$ cat src/rtl/vga_pattern_gen.sv
// Self-timed VGA test-pattern source: raster counters, sync generation and
// five selectable patterns. All outputs are registered one clock behind the counters.
module vga_pattern_gen #(
  parameter int COLOR_BITS = 1,
  parameter int H_ACTIVE   = 640,
  parameter int H_FP       = 16,
  parameter int H_SYNC     = 96,
  parameter int H_BP       = 48,
  parameter int V_ACTIVE   = 480,
  parameter int V_FP       = 10,
  parameter int V_SYNC     = 2,
  parameter int V_BP       = 33,
  parameter int BAND_SIZE  = 100,
  parameter int CHECK_LOG2 = 5,
  parameter int GRAD_SHIFT = 0
) (
  input  logic                    clk,
  input  logic                    reset,
  input  logic [2:0]              i_mode,
  input  logic                    i_scroll_en,
  input  logic [3*COLOR_BITS-1:0] i_solid_rgb,
  output logic                    o_hsync,
  output logic                    o_vsync,
  output logic [COLOR_BITS-1:0]   o_red,
  output logic [COLOR_BITS-1:0]   o_green,
  output logic [COLOR_BITS-1:0]   o_blue,
  output logic                    o_active,
  output logic                    o_frame_start
);
  localparam int H_TOTAL  = H_ACTIVE + H_FP + H_SYNC + H_BP;
  localparam int V_TOTAL  = V_ACTIVE + V_FP + V_SYNC + V_BP;
  localparam int HW       = $clog2(H_TOTAL);
  localparam int VW       = $clog2(V_TOTAL);
  localparam int BW       = (BAND_SIZE > 1) ? $clog2(BAND_SIZE) : 1;
  localparam int HS_START = H_ACTIVE + H_FP;
  localparam int HS_END   = H_ACTIVE + H_FP + H_SYNC;
  localparam int VS_START = V_ACTIVE + V_FP;
  localparam int VS_END   = V_ACTIVE + V_FP + V_SYNC;
  localparam logic [COLOR_BITS-1:0] FULL = '1;
  localparam logic [BW-1:0] SUB_LAST = BW'(BAND_SIZE - 1);

  logic [HW-1:0] r_h;
  logic [VW-1:0] r_v;
  logic [BW-1:0] r_hsub;
  logic [BW-1:0] r_vsub;
  logic [HW-1:0] r_hband;
  logic [VW-1:0] r_vband;
  logic [15:0]   r_frame;
  logic [2:0]    r_mode;

  logic [31:0]           w_x;
  logic [31:0]           w_y;
  logic                  w_h_last;
  logic                  w_v_last;
  logic                  w_origin;
  logic                  w_active;
  logic [2:0]            w_mode;
  logic [2:0]            w_kx;
  logic [2:0]            w_ky;
  logic                  w_chk;
  logic [COLOR_BITS-1:0] w_grey;
  logic [COLOR_BITS-1:0] w_r;
  logic [COLOR_BITS-1:0] w_g;
  logic [COLOR_BITS-1:0] w_b;

  assign w_x      = 32'(r_h);
  assign w_y      = 32'(r_v);
  assign w_h_last = (w_x == 32'(H_TOTAL - 1));
  assign w_v_last = (w_y == 32'(V_TOTAL - 1));
  assign w_origin = (r_h == '0) && (r_v == '0);
  assign w_active = (w_x < 32'(H_ACTIVE)) && (w_y < 32'(V_ACTIVE));

  // The new mode is visible already at pixel (0,0), the same clock it is latched.
  assign w_mode = w_origin ? i_mode : r_mode;

  // Band indices come from running counters, so no divider is needed.
  assign w_kx   = 3'(32'(r_hband) + 32'(r_frame));
  assign w_ky   = 3'(32'(r_vband) + 32'(r_frame));
  assign w_chk  = (((w_x >> CHECK_LOG2) ^ ((w_y + 32'(r_frame)) >> CHECK_LOG2)) & 32'd1) != 32'd0;
  assign w_grey = COLOR_BITS'((w_x + 32'(r_frame)) >> GRAD_SHIFT);

  always_ff @(posedge clk or posedge reset) begin
    if (reset) begin
      r_h     <= '0;
      r_v     <= '0;
      r_hsub  <= '0;
      r_vsub  <= '0;
      r_hband <= '0;
      r_vband <= '0;
      r_frame <= '0;
      r_mode  <= '0;
    end else begin
      if (w_origin) r_mode <= i_mode;
      if (w_h_last) begin
        r_h     <= '0;
        r_hsub  <= '0;
        r_hband <= '0;
        if (w_v_last) begin
          r_v     <= '0;
          r_vsub  <= '0;
          r_vband <= '0;
          if (i_scroll_en) r_frame <= r_frame + 16'd1;
        end else begin
          r_v <= r_v + 1'b1;
          if (r_vsub == SUB_LAST) begin
            r_vsub  <= '0;
            r_vband <= r_vband + 1'b1;
          end else begin
            r_vsub <= r_vsub + 1'b1;
          end
        end
      end else begin
        r_h <= r_h + 1'b1;
        if (r_hsub == SUB_LAST) begin
          r_hsub  <= '0;
          r_hband <= r_hband + 1'b1;
        end else begin
          r_hsub <= r_hsub + 1'b1;
        end
      end
    end
  end

  always_comb begin
    w_r = '0;
    w_g = '0;
    w_b = '0;
    case (w_mode)
      3'd0: begin
        w_r = w_ky[0] ? FULL : '0;
        w_g = w_ky[1] ? FULL : '0;
        w_b = w_ky[2] ? FULL : '0;
      end
      3'd1: begin
        w_r = w_kx[0] ? FULL : '0;
        w_g = w_kx[1] ? FULL : '0;
        w_b = w_kx[2] ? FULL : '0;
      end
      3'd2: begin
        w_r = w_chk ? FULL : '0;
        w_g = w_chk ? FULL : '0;
        w_b = w_chk ? FULL : '0;
      end
      3'd3: begin
        w_r = w_grey;
        w_g = w_grey;
        w_b = w_grey;
      end
      3'd4: begin
        w_r = i_solid_rgb[3*COLOR_BITS-1:2*COLOR_BITS];
        w_g = i_solid_rgb[2*COLOR_BITS-1:COLOR_BITS];
        w_b = i_solid_rgb[COLOR_BITS-1:0];
      end
      default: ;
    endcase
    if (!w_active) begin
      w_r = '0;
      w_g = '0;
      w_b = '0;
    end
  end

  always_ff @(posedge clk or posedge reset) begin
    if (reset) begin
      o_hsync       <= 1'b1;
      o_vsync       <= 1'b1;
      o_red         <= '0;
      o_green       <= '0;
      o_blue        <= '0;
      o_active      <= 1'b0;
      o_frame_start <= 1'b0;
    end else begin
      o_hsync       <= !((w_x >= 32'(HS_START)) && (w_x < 32'(HS_END)));
      o_vsync       <= !((w_y >= 32'(VS_START)) && (w_y < 32'(VS_END)));
      o_red         <= w_r;
      o_green       <= w_g;
      o_blue        <= w_b;
      o_active      <= w_active;
      o_frame_start <= w_origin;
    end
  end
endmodule
$ cat config.mk
export PLATFORM = sky130hd
export DESIGN_NAME = vga_pattern_gen
export DESIGN_NICKNAME = d
export VERILOG_FILES = /design/src/rtl/vga_pattern_gen.sv
export SDC_FILE = /design/constraint.sdc
export NUM_CORES = 1
export LEC_CHECK = 0
export CORE_MARGIN = 5
export CORE_UTILIZATION = 59
export CTS_CLUSTER_DIAMETER = 120
export DETAILED_ROUTE_END_ITERATION = 10
export GPL_TIMING_DRIVEN = 0
export HOLD_SLACK_MARGIN = 0.12
export PLACE_DENSITY_LB_ADDON = 0.12
export SLEW_MARGIN = 15
export SYNTH_ARGS = -nofsm -noshare
export SYNTH_HDL_FRONTEND = slang
export SYNTH_SLANG_ARGS = --single-unit
export TNS_END_PERCENT = 100
$ cat constraint.sdc
create_clock -name clk -period 2.92 [get_ports clk]
set_input_delay 0.438 -clock clk [delete_from_list [all_inputs] [get_ports clk]]
set_output_delay 0.438 -clock clk [all_outputs]
set_load 0.005 [all_outputs]
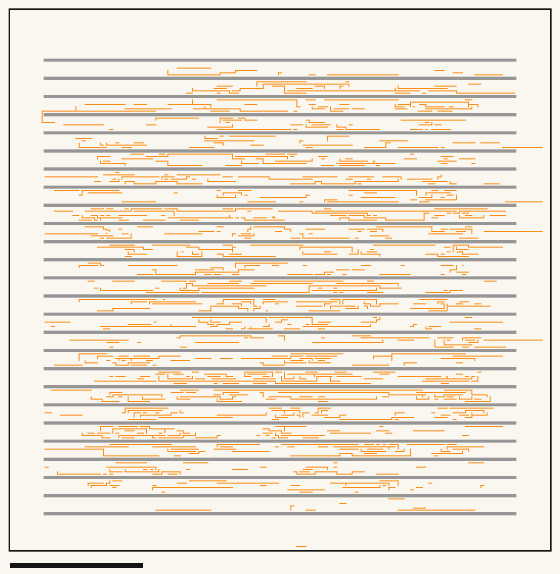
run_1/layer_met1.png
The bar under the picture is 20 um long. Supply wires on this layer in gray.
longest straight run: 31.3 um
main direction: horizontal
wire length on this layer: 2660 um
share of all routed wire: 45%
nets with wire on the layer: 328

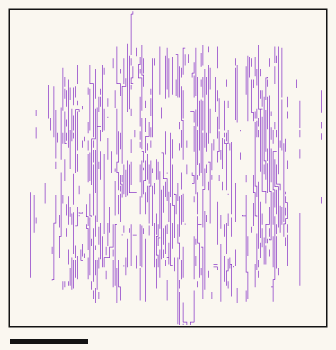
run_1/layer_met2.png
The bar under the picture is 20 um long.
main direction: vertical
nets with wire on the layer: 286
longest straight run: 32.6 um

==> metrics.csv, run 1 <==
metric,value,unit
aoi_share,10.15,%
achievable-frequency,363.7,MHz
synth.yosys.warnings,0,
final.signal_inverter_count,12,
synth.top_cells.by_area,"sky130_fd_sc_hd__dfrtp_1, sky130_fd_sc_hd__ha_1, sky130_fd_sc_hd__xnor2_1, sky130_fd_sc_hd__nor2_1, sky130_fd_sc_hd__nand2_1",
worst_pin_slew,0.7782,ns
timing.critical_path.from_type,flip-flop,
rsz0062_at_grt,no,
irDropWorstVdd,234.0,uV
fp.dieH,80.97,um
power.largest_group,registers,
worst_slew_margin_rel,47.46,%
power_in_combinational_cells,53.9,uW
cp.required,3.08,ns
synthToLayoutAreaGrowth,11.58,%
timing.critical_path.depth,7,
postRouteAntennaNets,0,
yosys-dominant-comb-family,simple AND/OR/NAND/NOR gates,
p_int,974.8,uW
drc,0,
met3RoutedLength,280,um
finalPower,1264,uW
place_congestion,0.8448,
number_of_synthesized_register_bits,56,
critPathArrivalTime,2.91,ns
cts-resized-gates,0,
global_route.overflow_total,0,
layout_top_cell_excl_fill_tap,sky130_fd_sc_hd__dfrtp_1,
routed-via-count,2246,
area.share.combinational,44.64,%
power.sequential.total,782,uW
grt_pass1_wl,10490,um
synth.cell_area,2972,um^2
post-synth-top-area-cell,sky130_fd_sc_hd__dfrtp_1,
numPlacedInstances,389,
dp.final_hpwl,4443,um
cts_hold_buf,0,
setup_slack,0.1707,ns
min_period,2.749,ns
status,completed,
regToRegEndpoint,o_blue$_DFF_PP0_,
floorplan.rows,25,
met2_length,2939,um
timing.final.crit_share,94.15,%
p_sw_share,22.87,%
fillerInstances,400,
synthAdderAreaFrac,7.663,%
top_area_share,45.47,%
comb_area,1480,um^2
dominant_cells,logic gates,
synth-simple-area-share,21.68,%
post_cts_buffers,0,
clkbuf_count,5,
pwr_density_cell,381.2,nW/um^2
synth.yosys.chip_area,2972,um^2
yosys_cells,306,
top_signal_layer_used,met4,
power_frac_clock,33.9,%
number_of_global_route_vias_before_repair,2222,
pin_count_of_the_biggest_net_entering_global_routing,30,
h-tree-depth,2,
async_reset_ff_share,100.0,%
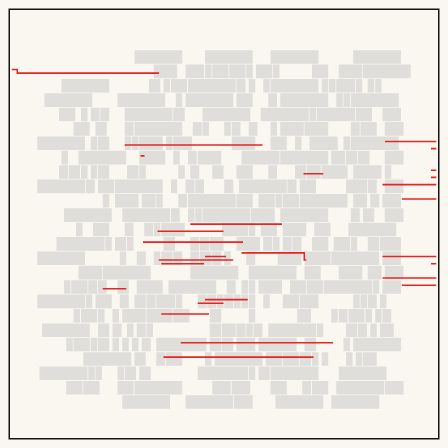
run_1/layer_met3.png
nets with wire on the layer: 23
longest straight run: 28.5 um
main direction: horizontal
wire length on this layer: 280 um
share of all routed wire: 4.7%

==> run 1 -> run 2 <==
==> constraint.sdc (replaced) <==
create_clock -name clk -period 2.92 [get_ports clk]
set_input_delay 0.292 -clock clk [delete_from_list [all_inputs] [get_ports clk]]
set_output_delay 0.292 -clock clk [all_outputs]
set_load 0.005 [all_outputs]
==> run 2 against run 1 <==
Compared with the run above:
- cell count stayed put
- combinational power hardly changed
- clock power hardly changed
- sequential share of layout area stayed put
- setup slack stayed put
- maximum frequency stayed put
- sequential power hardly changed
- largest cell class unchanged
- highest routed layer unchanged
==> metrics.csv, run 2 <==
metric,value,unit
yosys_cells,306,
setup_slack,0.1707,ns
aoi_share,10.15,%
number_of_synthesized_register_bits,56,
crit_buf_inv,1,
rsz0062_at_grt,no,
synthToLayoutAreaGrowth,11.58,%
r2r-start,r_h[0]$_DFF_PP0_,
ff_type,sky130_fd_sc_hd__dfrtp_1,
synth.cell_area,2972,um^2
clkbuf_count,5,
p_sw_share,22.87,%
antennaDiodeCount,0,
synth_nets,332,
timing.critical_path.depth,7,
met3RoutedLength,280,um
synth.top_cells.by_area,"sky130_fd_sc_hd__dfrtp_1, sky130_fd_sc_hd__ha_1, sky130_fd_sc_hd__xnor2_1, sky130_fd_sc_hd__nor2_1, sky130_fd_sc_hd__nand2_1",
global_route.overflow_total,0,
min_period,2.749,ns
pwr_density_cell,381.2,nW/um^2
finalPower,1264,uW
detail_route.iter0.violations,132,
pwr-share-seq,61.9,%
layout_top_registers,"r_h x10, r_v x10",
fillerInstances,400,
cp.required,3.08,ns
p_int,974.8,uW
tritoncts.num_buffers,5,
synth.yosys.warnings,0,
layout.core_utilization,68.83,%
cts-resized-gates,0,
fp.dieH,80.97,um
layout_top_cell_excl_fill_tap,sky130_fd_sc_hd__dfrtp_1,
critical_path.max_stage_delay,0.74,ns
worst_pin_slew,0.7782,ns
timing.final.crit_share,94.15,%
dominant_cells,logic gates,
synth.yosys.chip_area,2972,um^2
top_signal_layer_used,met4,
power.largest_group,registers,
post-synth-top-area-cell,sky130_fd_sc_hd__dfrtp_1,
area.share.combinational,44.64,%
chip_area,6556,um^2
synthAdderAreaFrac,7.663,%
power.sequential.total,782,uW
postRouteAntennaNets,0,
drc,0,
routed-via-count,2246,
grt_pass1_wl,10490,um
grt_usage,20.64,%
timing.critical_path.from_type,flip-flop,
hold_class,primary input to async pin,
yosys-dominant-comb-family,simple AND/OR/NAND/NOR gates,
async_reset_ff_share,100.0,%
fin_tns_setup,0,ns
grt_util_met3,3.326,%
final_layout_size_suffix_gt1_share,6.364,%
dp.final_hpwl,4443,um
first_pass_iters,4,
place_congestion,0.8448,
achievable-frequency,363.7,MHz
clock_skew,0.01971,ns
groute.layer.met1.usage,28.23,%
clk_latency,0.32,ns
met2_length,2939,um
seq_share,42.34,%
worst_slew_margin_rel,47.46,%
power.net_switching,289.1,uW
max-cap-violations,0,
comb_area,1480,um^2
cts_hold_buf,0,
power_leakage,0.001500,uW
critPathKind,flip-flop to flip-flop,
numPlacedInstances,389,
pin_count_of_the_biggest_net_entering_global_routing,30,
h-tree-depth,2,
number_of_global_route_vias_before_repair,2222,
dpl_cell_area,3226,um^2
nets,355,
top_area_share,45.47,%
status,completed,
grt_antenna_before_repair,0,
power_frac_clock,33.9,%
critPathArrivalTime,2.91,ns
final.signal_inverter_count,12,
synthTopCellsByCount,"sky130_fd_sc_hd__dfrtp_1, sky130_fd_sc_hd__nor2_1, sky130_fd_sc_hd__nand2_1",
post_cts_buffers,0,
synth-edff-count,0,
floorplan.rows,25,
timing_hold_violations_final,0,
power_in_combinational_cells,53.9,uW
synthMuxAreaShare,1.179,%
irDropWorstVdd,234.0,uV
regToRegEndpoint,o_blue$_DFF_PP0_,
synth-simple-area-share,21.68,%
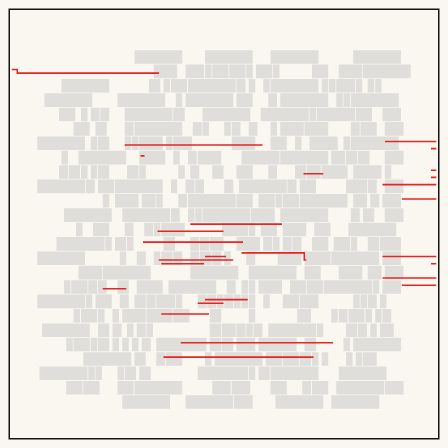
run_2/layer_met3.png
main direction: horizontal
longest straight run: 28.5 um
nets with wire on the layer: 23
share of all routed wire: 4.7%

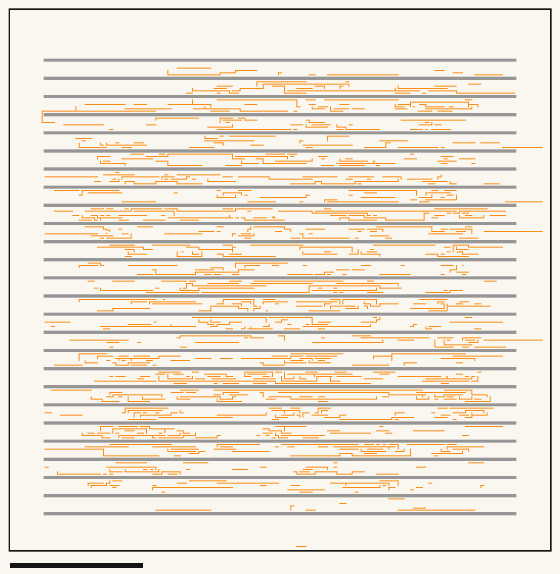
run_2/layer_met1.png
The bar under the picture is 20 um long. Supply wires on this layer in gray.
longest straight run: 31.3 um
main direction: horizontal
wire length on this layer: 2660 um
nets with wire on the layer: 328

==> run 2 -> run 3 <==
--- a/config.mk
+++ b/config.mk
@@ -11,7 +11,7 @@
 export DETAILED_ROUTE_END_ITERATION = 10
 export GPL_TIMING_DRIVEN = 0
 export HOLD_SLACK_MARGIN = 0.12
-export PLACE_DENSITY_LB_ADDON = 0.12
+export PLACE_DENSITY = 0.89
 export SLEW_MARGIN = 15
 export SYNTH_ARGS = -nofsm -noshare
 export SYNTH_HDL_FRONTEND = slang
==> constraint.sdc (replaced) <==
create_clock -name clk -period 3.05 [get_ports clk]
set_input_delay 0.305 -clock clk [delete_from_list [all_inputs] [get_ports clk]]
set_output_delay 0.305 -clock clk [all_outputs]
set_load 0.005 [all_outputs]
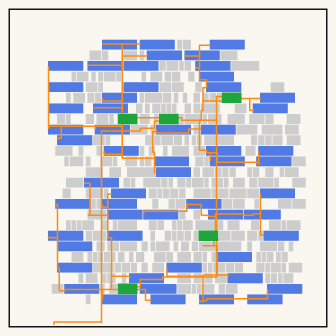
run_3/clk_routes.png
legend:
  flip-flops:
    color: blue
    count: 56
  clock wires:
    color: orange
    length: 638 um
  clock drivers:
    color: green
    count: 5
routed clock nets: 6

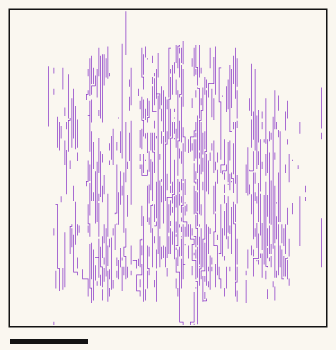
run_3/layer_met2.png
The bar under the picture is 20 um long.
nets with wire on the layer: 307
longest straight run: 40.5 um
share of all routed wire: 51%
wire length on this layer: 3090 um
main direction: vertical

==> run 3 against run 2 <==
Compared with the run above:
- setup slack improved by 0.25 ns
- sequential power decreased by 4.2%
- synthesized cell count unchanged
- critical endpoint is now r_vband[1]$_DFFE_PP0P_
- largest cell class unchanged
==> metrics.csv, run 3 <==
metric,value,unit
clock_skew,0.005487,ns
top_cell,sky130_fd_sc_hd__dfrtp_1,
crit_buf_inv,1,
grt_usage,21.07,%
number_of_global_route_vias_before_repair,2294,
async_reset_ff_share,100.0,%
synthTopCellsByCount,"sky130_fd_sc_hd__dfrtp_1, sky130_fd_sc_hd__nor2_1, sky130_fd_sc_hd__nand2_1",
fin_tns_setup,0,ns
register_area,1404,um^2
aoi_share,10.15,%
stdcell_area,3352,um^2
ys_types,47,
floorplan.io_pins,16,
layout_top_registers,"r_h x10, r_v x10",
met2_length,3092,um
worst_slew_margin_rel,54.85,%
synth.top_cells.by_area,"sky130_fd_sc_hd__dfrtp_1, sky130_fd_sc_hd__ha_1, sky130_fd_sc_hd__xnor2_1, sky130_fd_sc_hd__nor2_1, sky130_fd_sc_hd__nand2_1",
timing.final.crit_share,86.19,%
timing.reg2reg.setup_slack,0.42,ns
layout_top_cell_excl_fill_tap,sky130_fd_sc_hd__dfrtp_1,
area.share.combinational,44.16,%
seq_share,41.88,%
yosys-dominant-comb-family,simple AND/OR/NAND/NOR gates,
drv_slew,0,
timing.critical_path.from_type,flip-flop,
tritoncts.num_buffers,5,
drc,0,
cts_root_buf,sky130_fd_sc_hd__clkbuf_8,
pin_count_of_the_biggest_net_entering_global_routing,36,
fillerInstances,368,
comb_area,1480,um^2
antennaDiodeCount,0,
synth.yosys.chip_area,2972,um^2
pwr-share-seq,56.5,%
clk_latency,0.31,ns
critical_path.max_stage_delay,0.55,ns
irDropWorstVdd,240.7,uV
fp.dieH,80.97,um
place_congestion,0.8669,
numPlacedInstances,389,
global_route.overflow_total,0,
number_of_synthesized_register_bits,56,
worst_path_maximum_fanout,10,
clock-sinks,56,
timing.critical_path.slowest_stage_cell,sky130_fd_sc_hd__nor2_1,
routed-via-count,2308,
h-tree-depth,2,
post_cts_buffers,0,
max-cap-violations,0,
clkbuf_count,7,
finalPower,1324,uW
hold_class,primary input to async pin,
nets,355,
power_frac_clock,39.5,%
top_area_share,45.47,%
met3RoutedLength,369,um
synthAdderAreaFrac,7.663,%
achievable-frequency,380.4,MHz
buffers_excl_clock,25,
setup_slack,0.4212,ns
first_pass_iters,4,
power.net_switching,264.6,uW
power.largest_group,registers,
regToRegEndpoint,r_vband[1]$_DFFE_PP0P_,
dominant_cells,logic gates,
cp.required,3.23,ns
layout.core_utilization,69.58,%
chip_area,6556,um^2
top_signal_layer_used,met4,
p_sw_share,19.98,%
timing_hold_violations_final,0,
synth.yosys.warnings,0,
seq_cells,56,
power.sequential.total,749,uW
post-synth-top-area-cell,sky130_fd_sc_hd__dfrtp_1,
p_int,1059,uW
r2r-start,r_v[5]$_DFFE_PP0N_,
tritoncts_clock_tree,done,
avgSynthCellArea,9.711,um^2
initial_core_util,61.69,%
cts_hold_buf,0,
ff_type,sky130_fd_sc_hd__dfrtp_1,
timing.critical_path.depth,7,
yosys_cells,306,
pwr_density_cell,395.0,nW/um^2
path_delay_family,simple AND/OR/NAND/NOR gates,
rsz0062_at_grt,no,
groute.layer.met1.usage,26.01,%
grt_util_met3,3.769,%
grt_pass1_wl,10560,um
timing.reg2reg.worst_path_depth,7,
synthMuxAreaShare,1.179,%
floorplan.rows,25,
final_layout_size_suffix_gt1_share,6.364,%
final.signal_inverter_count,12,
min_period,2.629,ns
synth-simple-area-share,21.68,%
die.size.x,80.97,um
detail_route.iter0.violations,244,
core,4817,um^2
critPathArrivalTime,2.81,ns
worstSetupStartpoint,r_v[5]$_DFFE_PP0N_,
grt_antenna_before_repair,0,
cts-resized-gates,0,
synth.cell_area,2972,um^2
cts_buffer_depth,2,
synth-edff-count,0,
synthToLayoutAreaGrowth,12.80,%
dpl_cell_area,3226,um^2
dp.final_hpwl,4506,um
status,completed,
power_in_combinational_cells,52.1,uW
critPathCaptureType,flip-flop,
postRouteAntennaNets,0,
critPathKind,flip-flop to flip-flop,
power_leakage,0.001519,uW
worst_pin_slew,0.6688,ns
synth_nets,332,
Power and IR drop assume default switching activity.
